==> config.mk <==
export PLATFORM = sky130hd
export DESIGN_NAME = mem_rdata_decoder
export DESIGN_NICKNAME = d
export VERILOG_FILES = /design/src/rtl/mem_rdata_decoder.sv
export SDC_FILE = /design/constraint.sdc
export NUM_CORES = 1
export LEC_CHECK = 0
export CAP_MARGIN = 25
export CORE_MARGIN = 1
export CORE_UTILIZATION = 24
export CTS_CLUSTER_DIAMETER = 60
export CTS_CLUSTER_SIZE = 24
export DETAILED_ROUTE_END_ITERATION = 12
export PLACE_DENSITY = 0.43
export SLEW_MARGIN = 20
export SYNTH_ARGS = -nofsm -noshare
export SYNTH_HDL_FRONTEND = slang
export SYNTH_SLANG_ARGS = --single-unit
==> constraint.sdc <==
create_clock -name clk -period 1.9 [get_ports clk]
set_input_delay 0.38 -clock clk [delete_from_list [all_inputs] [get_ports clk]]
set_output_delay 0.38 -clock clk [all_outputs]
set_load 0.005 [all_outputs]
Figure 1. The metal 3 layer.
Scale: 2 px per um.
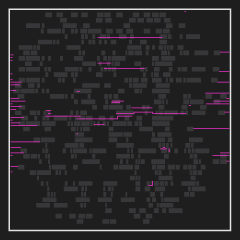
longest straight run = 32.2 um
share of all routed wire = 3.8%
main direction = horizontal
wire length on this layer = 353 um
nets with wire on the layer = 50
Post-Route WL: 9410 um
DR vias: 2838
M3 GR Usage: 2.85%

Figure 2. Register map, names as in the netlist.
Scale: 3 px per um. Other sequential cells in the stronger gray, the rest of the logic in the fainter gray.
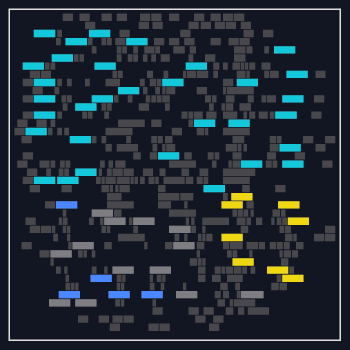
cnt_r -> yellow  # placed flops 8
oD -> cyan  # placed flops 32
oRd -> blue  # placed flops 5, where bottom left
not colored = 13
post-layout util: 37.4%
Seq power: 0.00131 W
register area: 1160 um2
sequential share of cell area: 27.3%

==> results_slide.txt <==
Flow Results at a Glance

Status
  – Outcome: complete, no violations

Cells and area
  – Antenna cells: 0
  – Net count, final: 488
  – Largest register FFs: 32

Worst setup path
  – Data arrival, critical path: 1380 ps
  – CP endpoint kind: primary output
  – CP Class: reg2out

Route
  – Number of DRC markers in iteration 0: ~160
  – Vias/cell: approximately 4.8
  – 1st-pass router iterations: 8
  – Routed Antenna Nets: 0

Place
  – Post-DP HPWL: about 6600 um
  – Post-DP Area: 3930 um2

Clock tree
  – Cts bufs inserted: 9
  – Postcts setup bufs: 0

Global routing
  – Met2 Use GR: between 20% and 30%
  – Initial antenna violation count: 0
  – Largest net degree at the start of global routing: 39
  – GRT Total Usage: roughly 16%

Yosys
  – Cell Area, Synth: about 2800 um2
  – Floorplan Nets: 394
  – Yosys xor share: 0%
  – Synth Area per Inst: slightly above 8 um2
  – Flops after synth: ~58
  – Top logic family: AND-OR/OR-AND gates
  – Yosys stat chip area: about 2800 um2
  – Aoi share: between 20% and 30%
  – Most common reg cell: dfxtp_1
  – AND/OR/NAND/NOR Cells, Area Fraction: 20.3%
  – Total number of yosys warnings: 0
  – Mux frac, synth: 4.26%

STA
  – Setup_tns: 0 ps
  – Final Slew Violations: 0
  – Slew @ Worst Pin: roughly 450 ps
  – Max_slew headroom: between 60% and 70%
  – Cycle use final: roughly 90%

Floorplanning
  – Row cnt: 39
area by class of cell:
type,count,area [um2]
Clock buffer,13,270
Clock inverter,2,35.0
Fill cell,1190,7120
Inverter,6,25.0
Multi-Input combinational cell,254,1490
Sequential cell,58,1160
Tap cell,143,179
Timing Repair Buffer,110,1090
layer usage:
metal  wire, um  vias up
met4         72        0
met2       4130       70
met5          0        -
met3        352        5
met1       4850     1316
li1           -     1447
worst max-delay path: stages, from the launching register on:
cell	delay, ps
dfxtp_2	420
buf_4	150
clkdlybuf4s50_1	490
placed cells by master (no fill, tap or decap), drive strengths merged, types with 6 or more instances in the layout:
| cell type | count |
|---|---|
| a211oi | 9 |
| a21oi | 54 |
| a221oi | 6 |
| a311oi | 8 |
| buf | 24 |
| clkbuf | 13 |
| clkdlybuf4s50 | 86 |
| dfxtp | 58 |
| inv | 6 |
| mux2 | 7 |
| nand2 | 51 |
| nor2 | 10 |
| nor2b | 8 |
| nor3 | 17 |
| o21ai | 39 |
| or3 | 9 |
kinds of logic (layout without fill, tap and decap cells):
group                    after synthesis  in the layout
AND-OR/OR-AND                        126            126
buffers and inverters                 33            131
multiplexers                          11             11
adder cells (fa/ha/maj)                3              3
AND/OR/NAND/NOR                      114            114
flip-flops                            58             58
per-stage QoR:
step / util [%] / std cells / total power, W
after global routing: 37.4 / 586 / 0.00372
after floorplan: - / 345 / 0.00159
after global placement: 34.5 / 571 / 0.00190
final: 37.4 / 586 / 0.00356
after detailed placement: 34.5 / 571 / 0.00190
after CTS: 37.3 / 586 / 0.00358
cells in the mapped netlist, drive strengths merged (3+ instances only):
cell type,count
dfxtp,58
a21oi,54
nand2,51
o21ai,39
nor3,17
clkbuf,14
buf,13
nor2,10
a211oi,9
or3,9
a311oi,8
nor2b,8
mux2,7
a221oi,6
inv,6
and2,4
mux2i,4
nand4,4
or4,4
ha,3
repair_timing:
| action | in CTS | in global routing |
|---|---|---|
| resized | 1 | 4 |
| setup endpoints to repair | 1 | 4 |
| pin swaps | 0 | 1 |
| hold buffers | 0 | 0 |
where the power goes:
part           internal, W  leakage, nW  switching [W]
clock              0.00111        0.152       0.000565
combinational     0.000300        0.863       0.000272
sequential         0.00127        0.472      0.0000368
Power figures rest on the tool's default switching activity, not on a simulated workload.
